--- src/rtl/relay_frame_detector.sv ---
// Relay framing engine: decimates the serial relay input, tracks start/end patterns in a
// shift history and steers the ISO14443-A front end between listen and modulate codes.
module relay_frame_detector #(
  parameter int DIV_LOG2     = 4,
  parameter int SAMPLE_PHASE = 8,
  parameter int START_W      = 8,
  parameter int END_W        = 16,
  parameter int BYTE_W       = 8,
  parameter int MAX_BYTES    = 64,
  parameter int DELAY_TAP    = 7
) (
  input  logic               ck_1356meg,
  input  logic               nrst,
  input  logic [2:0]         cfg_mod_type,
  input  logic               relay_in,
  input  logic               ssp_dout,
  input  logic [START_W-1:0] start_pat,
  input  logic [END_W-1:0]   end_pat_a,
  input  logic [END_W-1:0]   end_pat_b,
  input  logic [END_W-1:0]   end_mask,
  output logic [2:0]         mod_type,
  output logic               relay_data,
  output logic               sample_strobe,
  output logic               in_frame,
  output logic               frame_start,
  output logic               frame_end,
  output logic               frame_timeout
);

  localparam int HIST_W  = START_W + END_W;
  localparam int BC_W    = (BYTE_W > 1) ? $clog2(BYTE_W) : 1;
  localparam int BYTES_W = (MAX_BYTES > 0) ? $clog2(MAX_BYTES + 1) : 1;

  localparam logic [2:0] FAKE_READER   = 3'b101;
  localparam logic [2:0] FAKE_TAG      = 3'b110;
  localparam logic [2:0] TAGSIM_LISTEN = 3'b001;
  localparam logic [2:0] TAGSIM_MOD    = 3'b010;
  localparam logic [2:0] READER_LISTEN = 3'b011;
  localparam logic [2:0] READER_MOD    = 3'b100;

  localparam logic [DIV_LOG2-1:0] PHASE      = DIV_LOG2'(SAMPLE_PHASE);
  localparam logic [BC_W-1:0]     BC_LAST    = BC_W'(BYTE_W - 1);
  localparam logic [BC_W-1:0]     BC_ZERO    = {BC_W{1'b0}};
  localparam logic [BYTES_W-1:0]  BYTES_LAST = BYTES_W'(MAX_BYTES - 1);
  localparam logic [BYTES_W-1:0]  BYTES_SAT  = {BYTES_W{1'b1}};

  typedef enum logic {IDLE = 1'b0, ACTIVE = 1'b1} state_t;

  logic [DIV_LOG2-1:0] div_r;
  logic [HIST_W-1:0]   hist_r;
  logic [BC_W-1:0]     bc_r;
  logic [BYTES_W-1:0]  bytes_r;
  state_t              state_r;
  logic [2:0]          cfg_prev_r;
  logic                sample_strobe_r;
  logic                frame_start_r;
  logic                frame_end_r;
  logic                frame_timeout_r;

  logic                strobe_s;
  logic                relay_s;
  logic                prev_relay_s;
  logic                clear_s;
  logic [HIST_W-1:0]   hist_n_s;
  logic [BC_W-1:0]     bc_n_s;
  logic [END_W-1:0]    end_field_s;
  logic                start_match_s;
  logic                end_match_s;
  logic                timeout_s;

  // Free-running sample divider, independent of relay mode.
  always_ff @(posedge ck_1356meg or negedge nrst) begin
    if (!nrst) begin
      div_r <= {DIV_LOG2{1'b0}};
    end else begin
      div_r <= div_r + 1'b1;
    end
  end

  // Next-sample history, alignment count and pattern matches.
  always_comb begin
    strobe_s      = (div_r == PHASE);
    relay_s       = (cfg_mod_type == FAKE_READER) || (cfg_mod_type == FAKE_TAG);
    prev_relay_s  = (cfg_prev_r == FAKE_READER) || (cfg_prev_r == FAKE_TAG);
    // A hop between the two relay modes restarts framing just like leaving relay mode.
    clear_s       = !relay_s || (prev_relay_s && (cfg_mod_type != cfg_prev_r));
    hist_n_s      = {hist_r[HIST_W-2:0], relay_in};
    bc_n_s        = (bc_r == BC_LAST) ? BC_ZERO : (bc_r + 1'b1);
    end_field_s   = hist_n_s[HIST_W-1:START_W];
    start_match_s = (hist_n_s[START_W-1:0] == start_pat);
    end_match_s   = ((((end_field_s ^ end_pat_a) & end_mask) == {END_W{1'b0}}) ||
                     (((end_field_s ^ end_pat_b) & end_mask) == {END_W{1'b0}})) &&
                    (bc_n_s == BC_LAST);
    timeout_s     = (MAX_BYTES != 0) && (bc_n_s == BC_ZERO) && (bytes_r == BYTES_LAST);
  end

  // Framing FSM with history, counters and event pulses.
  always_ff @(posedge ck_1356meg or negedge nrst) begin
    if (!nrst) begin
      hist_r          <= {HIST_W{1'b0}};
      bc_r            <= BC_ZERO;
      bytes_r         <= {BYTES_W{1'b0}};
      state_r         <= IDLE;
      cfg_prev_r      <= 3'b000;
      sample_strobe_r <= 1'b0;
      frame_start_r   <= 1'b0;
      frame_end_r     <= 1'b0;
      frame_timeout_r <= 1'b0;
    end else begin
      sample_strobe_r <= strobe_s;
      cfg_prev_r      <= cfg_mod_type;
      frame_start_r   <= 1'b0;
      frame_end_r     <= 1'b0;
      frame_timeout_r <= 1'b0;
      if (clear_s) begin
        hist_r  <= {HIST_W{1'b0}};
        bc_r    <= BC_ZERO;
        bytes_r <= {BYTES_W{1'b0}};
        state_r <= IDLE;
      end else if (strobe_s) begin
        hist_r <= hist_n_s;
        bc_r   <= bc_n_s;
        if (start_match_s) begin
          state_r       <= ACTIVE;
          bc_r          <= BC_ZERO;
          bytes_r       <= {BYTES_W{1'b0}};
          frame_start_r <= 1'b1;
        end else if ((state_r == ACTIVE) && end_match_s) begin
          state_r     <= IDLE;
          frame_end_r <= 1'b1;
        end else if ((state_r == ACTIVE) && timeout_s) begin
          state_r         <= IDLE;
          frame_timeout_r <= 1'b1;
        end else if ((state_r == ACTIVE) && (bc_n_s == BC_ZERO) && (bytes_r != BYTES_SAT)) begin
          bytes_r <= bytes_r + 1'b1;
        end
      end
    end
  end

  // Front-end code and data mux; passthrough outside relay mode.
  always_comb begin
    mod_type   = cfg_mod_type;
    relay_data = ssp_dout;
    case (cfg_mod_type)
      FAKE_READER: begin
        mod_type   = (state_r == ACTIVE) ? TAGSIM_MOD : TAGSIM_LISTEN;
        relay_data = hist_r[DELAY_TAP];
      end
      FAKE_TAG: begin
        mod_type   = (state_r == ACTIVE) ? READER_MOD : READER_LISTEN;
        relay_data = hist_r[DELAY_TAP];
      end
      default: begin
        mod_type   = cfg_mod_type;
        relay_data = ssp_dout;
      end
    endcase
  end

  assign sample_strobe = sample_strobe_r;
  assign in_frame      = (state_r == ACTIVE);
  assign frame_start   = frame_start_r;
  assign frame_end     = frame_end_r;
  assign frame_timeout = frame_timeout_r;

endmodule

--- config.mk ---
export PLATFORM = sky130hd
export DESIGN_NAME = relay_frame_detector
export DESIGN_NICKNAME = d
export VERILOG_FILES = /design/src/rtl/relay_frame_detector.sv
export SDC_FILE = /design/constraint.sdc
export NUM_CORES = 1
export LEC_CHECK = 0
export CORE_UTILIZATION = 52
export CTS_CLUSTER_SIZE = 14
export DETAILED_ROUTE_END_ITERATION = 12
export GPL_TIMING_DRIVEN = 0
export PLACE_DENSITY = 0.88
export SYNTH_ARGS = -nofsm -noshare
export SYNTH_HDL_FRONTEND = slang
export SYNTH_SLANG_ARGS = --single-unit
--- constraint.sdc ---
create_clock -name ck_1356meg -period 3.9 [get_ports ck_1356meg]
set_clock_uncertainty 0.05 [all_clocks]
set_input_delay 0.78 -clock ck_1356meg [delete_from_list [all_inputs] [get_ports ck_1356meg]]
set_output_delay 0.78 -clock ck_1356meg [all_outputs]
set_load 0.02 [all_outputs]
Cell placement:
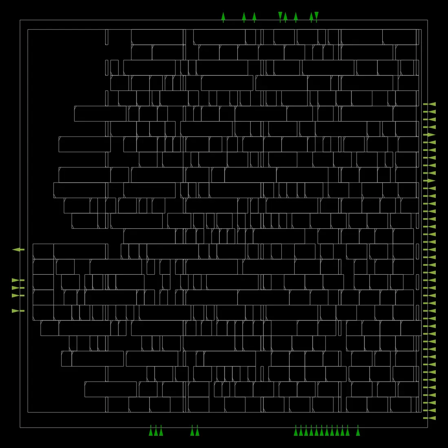
count of standard-cell rows: 25
non-filler instance count after layout: 419
total number of sequential cells: 45
Core ar.: 4755 um2
Seq area share: 32.28%

Cell classes on the final placement:
Drawn at 4 px/um.
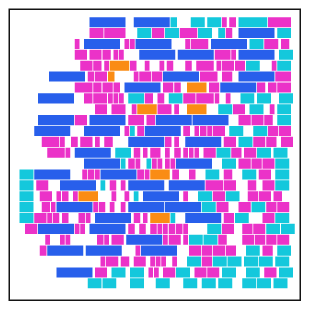
- clock drivers and dummy loads: orange (cells 8)
- remaining buffers and delay cells: cyan (cells 81)
- registers: blue (cells 45)
- remaining logic cells: magenta (cells 218)
post-route design area: 3488 um2
utilization of the core after routing: 73.37%

I/O nets highlighted:
Drawn at 6 px/um.
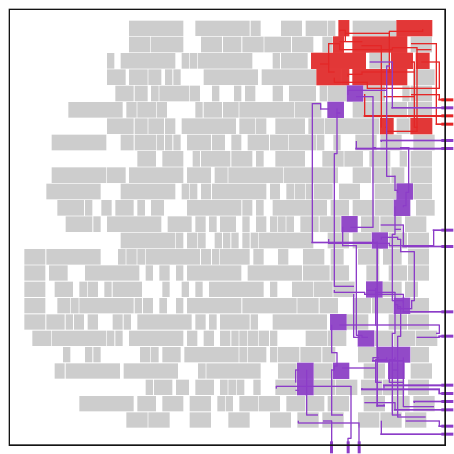
- end_mask: purple (bits 16; direction input; edge 13 right, 3 bottom; end cells 16; buffers 16; wire 604 um)
- cfg_mod_type: red (bits 3; direction input; edge right; end cells 12; buffers 3; wire 185 um)
Boundary Pins: 72
quantity of I/O buffers inserted on ports: 71

Sequential cells grouped by signal name:
Drawn at 4 px/um. Other sequential cells in the stronger gray, the rest of the logic in the fainter gray.
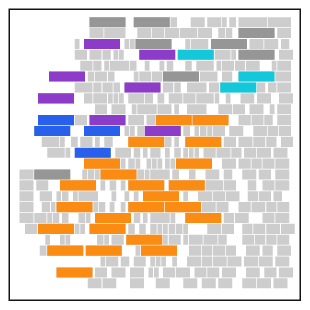
- bytes_r: purple (flops 7)
- div_r: blue (flops 4; where middle left)
- bc_r: cyan (flops 3)
- hist_r: orange (flops 23)
- not colored: 8
sequential cell power: 0.469 mW
Sequential Area: 1126 um2

==> flow_metrics.rpt <==
==== FLOW RESULTS ====
----------------------------------------------------
[Run status]
  Outcome ........................ completed

[Worst setup path]
  Worst-path maximum fanout ........................ 6
  Critical Path End Type ........................ output pin
  Crit path arrival time ........................ 2.57 ns
  Reg2Reg Launch Point ........................ hist_r[7]
  Capturing point of the worst reg2reg path ........................ bytes_r[5]
  R2R cell count ........................ 7
  Crit path DRT ........................ 3.07 ns
  Setup Crit Path Kind ........................ in2out
  Worst R2R Setup Slack ........................ 1.63 ns
  Critical path startpoint category ........................ primary input

[Finish]
  Layout net count ........................ 421
  Commonest cells after routing, fill and taps aside ........................ 70 x sky130_fd_sc_hd__clkdlybuf4s50_1, 59 x sky130_fd_sc_hd__nand2_1, 45 x sky130_fd_sc_hd__dfrtp_1
  Synth-to-layout area growth ........................ 35.34%
  Most used logic cell in the final layout ........................ sky130_fd_sc_hd__clkdlybuf4s50_1
  Ant diodes ........................ 0
  Ratio of cells with drive above 1 in the final layout ........................ 7.955%

[Clock tree]
  Clk latency late pin ........................ 0.29 ns
  CTS clk-pin slew, worst paths ........................ 0.08 ns
  Resize count post-CTS ........................ 0
  Clock buffer count from CTS ........................ 5
  H-tree depth reported by CTS ........................ 2
  Number of sinks driven by the clock tree ........................ 45
  Quantity of hold-fixing buffers added after cts ........................ 0
  Maximum clock path buffer count ........................ 2
  Root Buffer ........................ sky130_fd_sc_hd__clkbuf_8
  Post-CTS setup buffers ........................ 0
  TritonCTS clock tree ........................ built

[Logic synthesis]
  Dominant Register Cell ........................ sky130_fd_sc_hd__dfrtp_1
  Leading cell types by total area after synthesis ........................ sky130_fd_sc_hd__dfrtp_1 44%, sky130_fd_sc_hd__xor2_1 11%, sky130_fd_sc_hd__nand2_1 8.6%, sky130_fd_sc_hd__a21oi_1 5.2%, sky130_fd_sc_hd__a22oi_1 4.7%
  Fraction of registers with async set/reset ........................ 100.0%
  Fraction of the yosys area taken by sequential cells ........................ 43.69%
  Chip area line of the yosys report ........................ 2577 um2
  Synthesized netlist net count ........................ 342
  Flip-flops with a built-in enable ........................ 0
  Top cell area share ........................ 43.69%
  Synth warn ........................ 0
  Syn Inst Count ........................ 272
  Yosys cell types ........................ 46
  Area leader, netlist ........................ sky130_fd_sc_hd__dfrtp_1
  Post-Synthesis Mean Instance Area ........................ 9.476 um2
  Area of the mapped netlist ........................ 2577 um2
  Flops after synth ........................ 45
  Number of cells in the yosys synthesis report ........................ 272

[Global routing]
  First-pass GRT wire length ........................ 10850 um
  Largest net degree at the start of global routing ........................ 34
  Vias in the first global route ........................ 2350
  Combined global-route utilization of all metal layers ........................ 27.27%
  Global-route met1 utilization ........................ 32.91%
  Met2 capacity usage during global routing ........................ 47.87%
  Initial antenna violation count ........................ 0
  Met3 GRT Util ........................ 5.556%
  Final global-route overflow total ........................ 0
  Most heavily used metal layer in global routing ........................ met2

[STA]
  Final-layout setup total negative slack ........................ 0 ns
  Worst max-slew margin expressed relative to the limit ........................ 60.09%
  Maximum frequency from static timing analysis ........................ 293.8 MHz
  Final period util ........................ 87.28%
  Final worst hold slack ........................ 0.3184 ns
  Total of endpoints with negative setup slack in the final report ........................ 0
  Total count of hold-check failures in the final report ........................ 0
  Unrepaired setup endpoints after global routing ........................ no
  Final max-slew violation count ........................ 0
  Worst Setup Slack, final ........................ 0.4961 ns
  Slew of the pin with the lowest slew margin ........................ 0.5958 ns
  Minimum period implied by the final worst setup slack ........................ 3.404 ns

[Route]
  Residual DRC ........................ 0
  DRC violation total after the first TritonRoute iteration ........................ 93
  Antenna viol nets, final ........................ 0
  Count of vias placed by the detailed router ........................ 2385
  Count of TritonRoute iterations in the first routing pass ........................ 5
  Total Wirelength ........................ 6884 um
  Detailed-route wire length per cell ........................ 16.43 um
  Drt via density ........................ 5.692

[Run]
  Maximum Capacitance Violations ........................ 0
  Log Warnings ........................ 29

[Hold path]
  Worst min-delay path category ........................ in2async

[Power]
  Power per standard cell area ........................ 264.1 nW/um2
  LEAKAGE ........................ 1.534 nW
  Total design power ........................ 0.9214 mW
  Worst supply voltage drop on vdd ........................ 0.0001655 V

[Place]
  Post-DP HPWL ........................ 5150 um
  Dpl cells ........................ 411
  Final GP Congestion ........................ 0.8589
  Minimum setup slack after placement ........................ 0.5237 ns

[Die]
  Vertical die dimension ........................ 72.41 um
  Floorplan die width ........................ 72.41 um
  Chip Footprint ........................ 5242 um2
  Initial core utilization ........................ 54.21%

----------------------------------------------------
==> per-stage QoR <==
step / area, um2 / util, %
final: 3488 / 73.37
after global routing: 3488 / 73.37
after CTS: 3488 / 73.37
after detailed placement: 3387 / 71.24
after global placement: 3372 / 70.92
after floorplan: 2577 / -
==> worst max path at each step <==
| stage | start | endpoint | slack, ns | cells after the start |
|---|---|---|---|---|
| 2_1_floorplan | cfg_mod_type[1] | relay_data | 1.61 | 3 |
| 3_3_place_gp | cfg_mod_type[0] | relay_data | 0.57 | 5 |
| 3_5_place_dp | cfg_mod_type[0] | relay_data | 0.52 | 5 |
| 4_1_cts | cfg_mod_type[0] | relay_data | 0.51 | 5 |
| 5_1_grt | cfg_mod_type[0] | relay_data | 0.45 | 5 |
| 6_report | cfg_mod_type[0] | relay_data | 0.50 | 5 |
==> layout make-up <==
class                           instances  area (um2)
Sequential cell                        45        1126
Inverter                                8       30.03
Multi-Input combinational cell        210        1371
Timing Repair Buffer                   72       725.7
Tap cell                               67       83.83
Clock inverter                          1       5.005
Buffer                                  9       50.05
Clock buffer                            7       96.34
Fill cell                             356        1266
==> Yosys cell counts, types with 6 or more instances <==
| library cell | n |
|---|---|
| sky130_fd_sc_hd__inv_1 | 7 |
| sky130_fd_sc_hd__a21oi_1 | 27 |
| sky130_fd_sc_hd__xor2_1 | 33 |
| sky130_fd_sc_hd__a22oi_1 | 16 |
| sky130_fd_sc_hd__ha_1 | 7 |
| sky130_fd_sc_hd__nand2_1 | 59 |
| sky130_fd_sc_hd__nor2_1 | 7 |
| sky130_fd_sc_hd__nand4_1 | 6 |
| sky130_fd_sc_hd__xnor2_1 | 9 |
| sky130_fd_sc_hd__dfrtp_1 | 45 |
==> state kept, by name, indices dropped and copies added, names as in the netlist <==
signal / count
sample_strobe: 1
bytes_r: 7
bc_r: 3
frame_end: 1
frame_timeout: 1
cfg_prev_r: 3
div_r: 4
frame_start: 1
in_frame: 1
hist_r: 23
==> power by group <==
part	leakage, nW	total [mW]	internal (mW)	switching (mW)
clock	0.0542	0.311	0.160	0.151
sequential	0.618	0.469	0.468	0.00110
combinational	0.861	0.141	0.0829	0.0584
==> metal layers <==
metal / wire, um / part of all wire (%) / up-vias
li1: - / - / 1109
met1: 2838 / 41 / 1141
met2: 3330 / 48 / 115
met3: 518 / 7.5 / 20
met4: 197 / 2.9 / 0
met5: 0 / 0 / -
==> cell families (layout without fill, tap and decap cells) <==
kind of cell,after synthesis,after routing,share of synthesized area [%]
AOI/OAI and AO/OA,67,67,17.82
buffers and inverters,17,97,3.107
DFF,45,45,43.69
xor gates and xnor gates,42,42,14.27
and+or+nand+nor,92,92,16.84
adders and majority gates,7,7,3.398
muxes,2,2,0.8737
==> worst max-delay path, stage by stage <==
cell and delay, ns:
sky130_fd_sc_hd__clkdlybuf4s50_1 0.58, sky130_fd_sc_hd__nand2b_1 0.20, sky130_fd_sc_hd__a21bo_2 0.15, sky130_fd_sc_hd__mux2_2 0.33
sky130_fd_sc_hd__clkdlybuf4s50_1 0.54
Power and IR drop assume default switching activity.
